===== src/rtl/aes_core_arbiter_if.sv =====
// -----------------------------------------------------------------------------
// aes_core_arbiter_if
// Groups the two requester ports, the shared response bus and the shared AES
// core handshake used by aes_core_arbiter.
//   req0/req1, data0/data1, key0/key1 : requester operands (level request)
//   gnt0/gnt1                         : one-cycle accept pulses
//   resp_valid0/resp_valid1           : one-cycle response pulses per requester
//   resp_data, resp_err               : shared response bus
//   busy                              : arbiter not idle
//   core_start, core_data, core_key   : issue side towards the AES core
//   core_done, core_result            : completion side from the AES core
// Modports: slave = arbiter view, master = requester/core environment view.
// -----------------------------------------------------------------------------
interface aes_core_arbiter_if;
  logic         req0;
  logic         req1;
  logic [127:0] data0;
  logic [127:0] data1;
  logic [127:0] key0;
  logic [127:0] key1;
  logic         gnt0;
  logic         gnt1;
  logic         resp_valid0;
  logic         resp_valid1;
  logic [127:0] resp_data;
  logic         resp_err;
  logic         busy;
  logic         core_start;
  logic [127:0] core_data;
  logic [127:0] core_key;
  logic         core_done;
  logic [127:0] core_result;

  modport slave (
    input  req0, req1, data0, data1, key0, key1, core_done, core_result,
    output gnt0, gnt1, resp_valid0, resp_valid1, resp_data, resp_err, busy,
           core_start, core_data, core_key
  );

  modport master (
    output req0, req1, data0, data1, key0, key1, core_done, core_result,
    input  gnt0, gnt1, resp_valid0, resp_valid1, resp_data, resp_err, busy,
           core_start, core_data, core_key
  );
endinterface


===== src/rtl/aes_core_arbiter.sv =====
// -----------------------------------------------------------------------------
// aes_core_arbiter
// Shares one AES core between two requesters with round-robin arbitration and
// a single operation in flight (IDLE -> ISSUE -> WAIT -> RESP -> IDLE).
// Ports:
//   clk   : system clock, rising edge
//   reset : asynchronous, active-high reset
//   bus   : aes_core_arbiter_if.slave (requesters, response bus, core handshake)
// Parameter:
//   TIMEOUT_CYCLES : WAIT cycles before abort (only with AES_ARB_TIMEOUT_EN)
// Build option:
//   AES_ARB_TIMEOUT_EN defined -> WAIT aborts after TIMEOUT_CYCLES cycles without
//   core_done and answers the owner with resp_err = 1, resp_data = 0.
//   Undefined (default)        -> WAIT is held until core_done, resp_err is 0.
// -----------------------------------------------------------------------------
module aes_core_arbiter #(
  parameter int TIMEOUT_CYCLES = 64
) (
  input  logic               clk,
  input  logic               reset,
  aes_core_arbiter_if.slave  bus
);

  localparam logic [1:0] ST_IDLE  = 2'd0;
  localparam logic [1:0] ST_ISSUE = 2'd1;
  localparam logic [1:0] ST_WAIT  = 2'd2;
  localparam logic [1:0] ST_RESP  = 2'd3;

  logic [1:0] state_r;
  logic       owner_r;   // requester owning the operation in flight
  logic       last_r;    // requester granted most recently (completed op)
  logic       winner_s;
  logic       any_req_s;

`ifdef AES_ARB_TIMEOUT_EN
  localparam int CNT_W = $clog2(TIMEOUT_CYCLES + 1);
  logic [CNT_W-1:0] cnt_r;
`endif

  // Round-robin pick: a lone request wins, a tie goes to the one not granted last.
  always_comb begin
    winner_s  = 1'b0;
    any_req_s = bus.req0 | bus.req1;
    if (bus.req0 && bus.req1) begin
      winner_s = ~last_r;
    end else if (bus.req1) begin
      winner_s = 1'b1;
    end else begin
      winner_s = 1'b0;
    end
  end

  // Arbiter FSM with registered grant, start, response and operand outputs.
  always_ff @(posedge clk or posedge reset) begin
    if (reset) begin
      state_r         <= ST_IDLE;
      owner_r         <= 1'b0;
      last_r          <= 1'b1;
      bus.gnt0        <= 1'b0;
      bus.gnt1        <= 1'b0;
      bus.resp_valid0 <= 1'b0;
      bus.resp_valid1 <= 1'b0;
      bus.resp_data   <= 128'd0;
      bus.resp_err    <= 1'b0;
      bus.busy        <= 1'b0;
      bus.core_start  <= 1'b0;
      bus.core_data   <= 128'd0;
      bus.core_key    <= 128'd0;
`ifdef AES_ARB_TIMEOUT_EN
      cnt_r           <= '0;
`endif
    end else begin
      // Pulse outputs default low; each is raised for exactly one state.
      bus.gnt0        <= 1'b0;
      bus.gnt1        <= 1'b0;
      bus.core_start  <= 1'b0;
      bus.resp_valid0 <= 1'b0;
      bus.resp_valid1 <= 1'b0;
      case (state_r)
        ST_IDLE: begin
          if (any_req_s) begin
            state_r        <= ST_ISSUE;
            owner_r        <= winner_s;
            bus.core_data  <= winner_s ? bus.data1 : bus.data0;
            bus.core_key   <= winner_s ? bus.key1  : bus.key0;
            bus.gnt0       <= ~winner_s;
            bus.gnt1       <= winner_s;
            bus.core_start <= 1'b1;
            bus.busy       <= 1'b1;
          end else begin
            state_r  <= ST_IDLE;
            bus.busy <= 1'b0;
          end
        end
        ST_ISSUE: begin
          state_r <= ST_WAIT;
`ifdef AES_ARB_TIMEOUT_EN
          cnt_r   <= '0;
`endif
        end
        ST_WAIT: begin
          // core_done takes priority over an expiry in the same cycle.
          if (bus.core_done) begin
            state_r         <= ST_RESP;
            bus.resp_data   <= bus.core_result;
            bus.resp_err    <= 1'b0;
            bus.resp_valid0 <= ~owner_r;
            bus.resp_valid1 <= owner_r;
`ifdef AES_ARB_TIMEOUT_EN
          end else if (cnt_r == CNT_W'(TIMEOUT_CYCLES - 1)) begin
            state_r         <= ST_RESP;
            bus.resp_data   <= 128'd0;
            bus.resp_err    <= 1'b1;
            bus.resp_valid0 <= ~owner_r;
            bus.resp_valid1 <= owner_r;
          end else begin
            state_r <= ST_WAIT;
            cnt_r   <= cnt_r + CNT_W'(1);
          end
`else
          end else begin
            state_r <= ST_WAIT;
          end
`endif
        end
        ST_RESP: begin
          state_r  <= ST_IDLE;
          last_r   <= owner_r;
          bus.busy <= 1'b0;
        end
        default: begin
          state_r  <= ST_IDLE;
          bus.busy <= 1'b0;
        end
      endcase
    end
  end

endmodule


===== src/flat_wrapper.sv =====
// flat-port wrapper written by rule: the top's interface ports become plain ports
module aes_core_arbiter_flat 
#(
  parameter int TIMEOUT_CYCLES = 64
)
  (clk, reset, bus_req0, bus_req1, bus_data0, bus_data1, bus_key0, bus_key1, bus_core_done, bus_core_result, bus_gnt0, bus_gnt1, bus_resp_valid0, bus_resp_valid1, bus_resp_data, bus_resp_err, bus_busy, bus_core_start, bus_core_data, bus_core_key);
  aes_core_arbiter_if bus_i ();
  input  logic clk;
  input  logic reset;
  input wire logic [$bits(bus_i.req0)-1:0] bus_req0;
  input wire logic [$bits(bus_i.req1)-1:0] bus_req1;
  input wire logic [$bits(bus_i.data0)-1:0] bus_data0;
  input wire logic [$bits(bus_i.data1)-1:0] bus_data1;
  input wire logic [$bits(bus_i.key0)-1:0] bus_key0;
  input wire logic [$bits(bus_i.key1)-1:0] bus_key1;
  input wire logic [$bits(bus_i.core_done)-1:0] bus_core_done;
  input wire logic [$bits(bus_i.core_result)-1:0] bus_core_result;
  output wire logic [$bits(bus_i.gnt0)-1:0] bus_gnt0;
  output wire logic [$bits(bus_i.gnt1)-1:0] bus_gnt1;
  output wire logic [$bits(bus_i.resp_valid0)-1:0] bus_resp_valid0;
  output wire logic [$bits(bus_i.resp_valid1)-1:0] bus_resp_valid1;
  output wire logic [$bits(bus_i.resp_data)-1:0] bus_resp_data;
  output wire logic [$bits(bus_i.resp_err)-1:0] bus_resp_err;
  output wire logic [$bits(bus_i.busy)-1:0] bus_busy;
  output wire logic [$bits(bus_i.core_start)-1:0] bus_core_start;
  output wire logic [$bits(bus_i.core_data)-1:0] bus_core_data;
  output wire logic [$bits(bus_i.core_key)-1:0] bus_core_key;
  assign bus_i.req0 = bus_req0;
  assign bus_i.req1 = bus_req1;
  assign bus_i.data0 = bus_data0;
  assign bus_i.data1 = bus_data1;
  assign bus_i.key0 = bus_key0;
  assign bus_i.key1 = bus_key1;
  assign bus_i.core_done = bus_core_done;
  assign bus_i.core_result = bus_core_result;
  assign bus_gnt0 = bus_i.gnt0;
  assign bus_gnt1 = bus_i.gnt1;
  assign bus_resp_valid0 = bus_i.resp_valid0;
  assign bus_resp_valid1 = bus_i.resp_valid1;
  assign bus_resp_data = bus_i.resp_data;
  assign bus_resp_err = bus_i.resp_err;
  assign bus_busy = bus_i.busy;
  assign bus_core_start = bus_i.core_start;
  assign bus_core_data = bus_i.core_data;
  assign bus_core_key = bus_i.core_key;
  aes_core_arbiter #(.TIMEOUT_CYCLES(TIMEOUT_CYCLES)) u_core (.clk(clk), .reset(reset), .bus(bus_i));
endmodule

===== config.mk =====
export PLATFORM = sky130hd
export DESIGN_NAME = aes_core_arbiter_flat
export DESIGN_NICKNAME = d
export VERILOG_FILES = /design/src/rtl/aes_core_arbiter_if.sv /design/src/rtl/aes_core_arbiter.sv /design/src/flat_wrapper.sv
export SDC_FILE = /design/constraint.sdc
export NUM_CORES = 1
export LEC_CHECK = 0
export CAP_MARGIN = 20
export CORE_AREA = 3 3 398 400
export DETAILED_ROUTE_END_ITERATION = 10
export DIE_AREA = 0 0 401 403
export PLACE_DENSITY = 0.39
export RECOVER_POWER = 25
export SLEW_MARGIN = 20
export SYNTH_ARGS = -nofsm -noshare
export SYNTH_HDL_FRONTEND = slang
export SYNTH_SLANG_ARGS = --single-unit

===== constraint.sdc =====
create_clock -name clk -period 16.65 [get_ports clk]
set_input_delay 2.4975 -clock clk [delete_from_list [all_inputs] [get_ports clk]]
set_output_delay 2.4975 -clock clk [all_outputs]
set_load 0.1 [all_outputs]

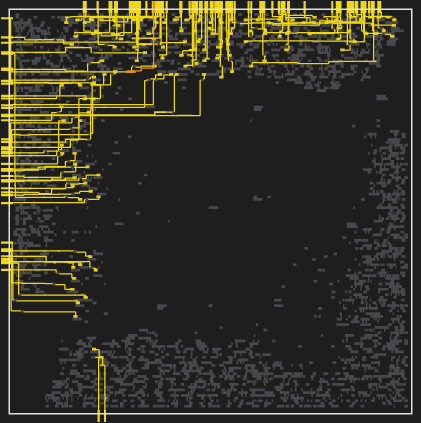
Figure 1: wires at chosen ports, followed through buffers.
(1 px per um)
legend:
  bus_resp_valid0:
    color: orange
    bits: 1
    direction: output
    end_cells: 1
    wire: 78.8 um
  bus_core_result:
    color: yellow
    bits: 128
    direction: input
    end_cells: 128
    wire: 8340 um
IO buf count: 1034
ports placed on the boundary: 1036

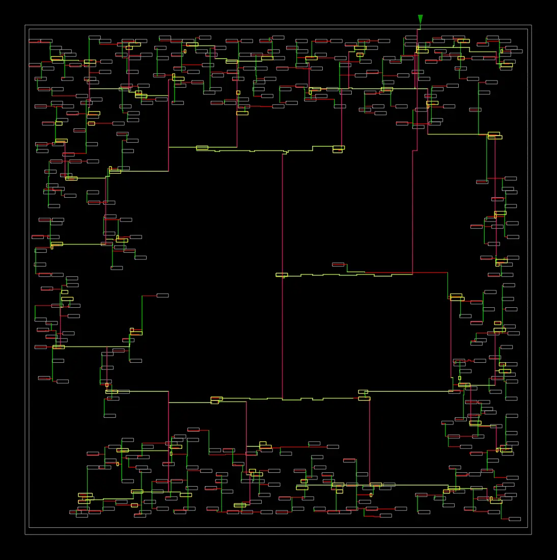
Figure 2: the clock network.
clock latency at the later pin of the worst-skew pair: 0.66 ns
Num CTS Buffers: 54

==> flow.log <==
[metrics] run summary
[metrics] CTS tree: built
[metrics] Warnings, synthesis: 0
[metrics] start point of the worst hold path: u_core.bus.resp_data[52]
[metrics] average wire per standard cell: 23.1 um
[metrics] global-route usage over all layers: 13.1%
[metrics] status: finished with violations
[metrics] vias after detailed routing: 16800
[metrics] Hold Path Cell Cnt: 1
[metrics] number of instances in the placed design: 4685
[metrics] number of antenna violations at the first check in global routing: 60
[metrics] CP arrival: 9.15 ns
[metrics] worst setup path class: primary input to asynchronous set/reset pin
[metrics] delay-heaviest family, CP: buffers and inverters
[metrics] First-pass DRT Iterations: 5
[metrics] post-CTS setup-driven buffer insertion count: 0
[metrics] Clk pin slew, worst setup/hold paths: 0.05 ns
[metrics] count of instantiated cells in the yosys netlist: 1697
[metrics] final-layout worst hold slack: 0.502 ns
[metrics] number of cells on the worst reg-to-reg path: 6
[metrics] Fin Setup TNS: 0 ns
[metrics] cell chosen for the clock root: sky130_fd_sc_hd__clkbuf_16
[metrics] unrepaired setup endpoints after global routing: no
[metrics] DRC violation count after routing: 0
[metrics] Final Worst Setup Slack: 8.16 ns
[metrics] final net count: 3332
[metrics] cell with the largest stage delay on the worst path: sky130_fd_sc_hd__clkinvlp_2
[metrics] crit share post-route: 51.0%
[metrics] endpoints failing hold: 0
[metrics] max frequency: 118 MHz
[metrics] shortest clock period the worst path allows after layout: 8.49 ns
[metrics] commonest non-fill, non-tap cell in the layout: sky130_fd_sc_hd__clkdlybuf4s50_1
[metrics] effective utilization at floorplan: 10.7%
[metrics] proportion of layout cells with a drive suffix above 1: 8.82%
[metrics] number of global-route vias before repair: 17700
[metrics] terminating pin of the worst hold path: u_core.bus.resp_data[52]
[metrics] Critical Path, Cell by Cell: dlygate4sd3_1, clkinvlp_2, clkbuf_1, buf_4, buf_4
[metrics] remaining global-route overflow: 0
[metrics] CP max FO: 103
[metrics] violated checks: max-capacitance violations, max-slew violations
[metrics] type of element capturing the critical path: asynchronous set/reset pin
[metrics] Netlist Area Pre-Place: 0.0166 mm^2
[metrics] max capacitance violation total: 11
[metrics] count of instances resized after the clock tree is built: 0
[metrics] Crit path top cell by count: sky130_fd_sc_hd__buf_4
[metrics] critical path launch point type: primary input
[metrics] sequential share of the synthesized area: 59.5%
[metrics] path type of the worst min-delay path: flop to flop
[metrics] required time of the worst setup path: 17.31 ns
[metrics] Avg Cell Area, Syn: 9.77 um^2
[metrics] count of final max-slew check failures: 299
[metrics] tally of unique sky130hd cells used after synthesis: 21
[metrics] maximum buffer depth of the clock tree: 3
[metrics] DIE HEIGHT: 403 um
[metrics] most instantiated logic cells after routing: 1004 x sky130_fd_sc_hd__clkdlybuf4s50_1, 512 x sky130_fd_sc_hd__a21oi_1, 393 x sky130_fd_sc_hd__dfrtp_1
[metrics] initial DRC count: 947
[metrics] setup-violating endpoint count in the final report: 0
[metrics] routed wire length: 111000 um
[metrics] Yosys chip area: 0.0166 mm^2
[metrics] placed wire-length estimate: 86800 um
[metrics] # rows: 145
[metrics] Max Clock Skew: 0.0329 ns
[metrics] Worst Setup Slack post-DPL: 10.53 ns
[metrics] first-pass GRT wire length: 151000 um
[metrics] setup slack on the worst flop-to-flop path: 11.12 ns
[metrics] worst slew margin relative to its limit: -269%
[metrics] final std cells w/o fill: 4793
[metrics] slowest stage delay, CP: 3.05 ns
[metrics] placed cell area: 0.0290 mm^2
[metrics] maximum number of pins on one net before global-route repair: 104
[metrics] Syn-to-layout area delta: 85.3%
[metrics] Synth Register Bits: 394
[metrics] count of clock tree sinks: 394
[metrics] endpoint of the lowest-slack register-to-register path: u_core.bus.core_key[26]
[metrics] Die Wd: 401 um
[metrics] final estimated routing congestion in global placement: 0.810
[metrics] ANT nets after route: 0
## area by class of cell
cell class | count | area (um^2)
Tap cell | 2058 | 2570
Inverter | 4 | 23.8
Multi-Input combinational cell | 1172 | 6100
Fill cell | 17300 | 125000
Sequential cell | 394 | 9860
Antenna cell | 13 | 32.5
Timing Repair Buffer | 1057 | 10300
Clock buffer | 81 | 1600
Clock inverter | 14 | 194
## synthesized netlist by cell type
cell,count,area [um^2]
sky130_fd_sc_hd__o21ai_2,1,8.76
sky130_fd_sc_hd__clkbuf_1,13,48.8
sky130_fd_sc_hd__inv_1,3,11.3
sky130_fd_sc_hd__a21o_1,1,7.51
sky130_fd_sc_hd__buf_4,3,22.5
sky130_fd_sc_hd__o21ai_0,2,10.0
sky130_fd_sc_hd__a21bo_2,1,10.0
sky130_fd_sc_hd__and2_1,1,6.26
sky130_fd_sc_hd__and3_1,1,6.26
sky130_fd_sc_hd__a21oi_1,512,2560
sky130_fd_sc_hd__conb_1,1,3.75
sky130_fd_sc_hd__nor2_1,259,972
sky130_fd_sc_hd__inv_2,1,3.75
sky130_fd_sc_hd__nand2_1,258,968
sky130_fd_sc_hd__dfstp_2,1,26.3
sky130_fd_sc_hd__o31ai_1,1,7.51
sky130_fd_sc_hd__buf_2,111,556
sky130_fd_sc_hd__dfrtp_1,393,9830
sky130_fd_sc_hd__ha_1,4,50.1
sky130_fd_sc_hd__mux2_2,129,1450
sky130_fd_sc_hd__a21boi_2,1,11.3
## state kept, by name, summed over array words and instances, names as in the netlist
name / count
u_core.bus.resp_valid1: 1
u_core.bus.gnt0: 1
u_core.bus.core_key: 128
u_core.bus.gnt1: 1
u_core.owner_r: 1
u_core.bus.core_start: 1
u_core.bus.resp_valid0: 1
u_core.bus.resp_data: 128
u_core.state_r: 2
u_core.last_r: 1
u_core.bus.core_data: 128
u_core.bus.busy: 1
## worst max path at each step
stage / startpoint / endpoint / slack, ns / cells past startpoint
3_3_place_gp: bus_req1 / u_core.bus.core_key[22] / 10.60 / 7
6_report: reset / u_core.bus.resp_data[87] / 8.16 / 5
5_1_grt: reset / u_core.bus.resp_data[87] / 6.84 / 5
4_1_cts: bus_req1 / u_core.bus.core_key[26] / 11.25 / 7
3_5_place_dp: bus_req1 / u_core.bus.core_key[26] / 10.53 / 7
2_1_floorplan: reset / u_core.bus.busy / 3.20 / 1
## kinds of logic after synthesis
group	after synthesis	share of synthesized area, %
AOI/OAI and AO/OA	519	15.8
and+or+nand+nor	519	11.8
DFF	394	59.5
buffers and inverters	131	3.87
muxes	129	8.76
adders and majority gates	4	0.302
other	1	0.0226
## routing by layer
metal	GRT usage [%]	vias up	wire (um)
li1	-	7690	-
met5	0	-	208
met3	4.95	171	9600
met1	15.0	8268	42800
met4	2.87	30	2470
met2	23.2	674	55500
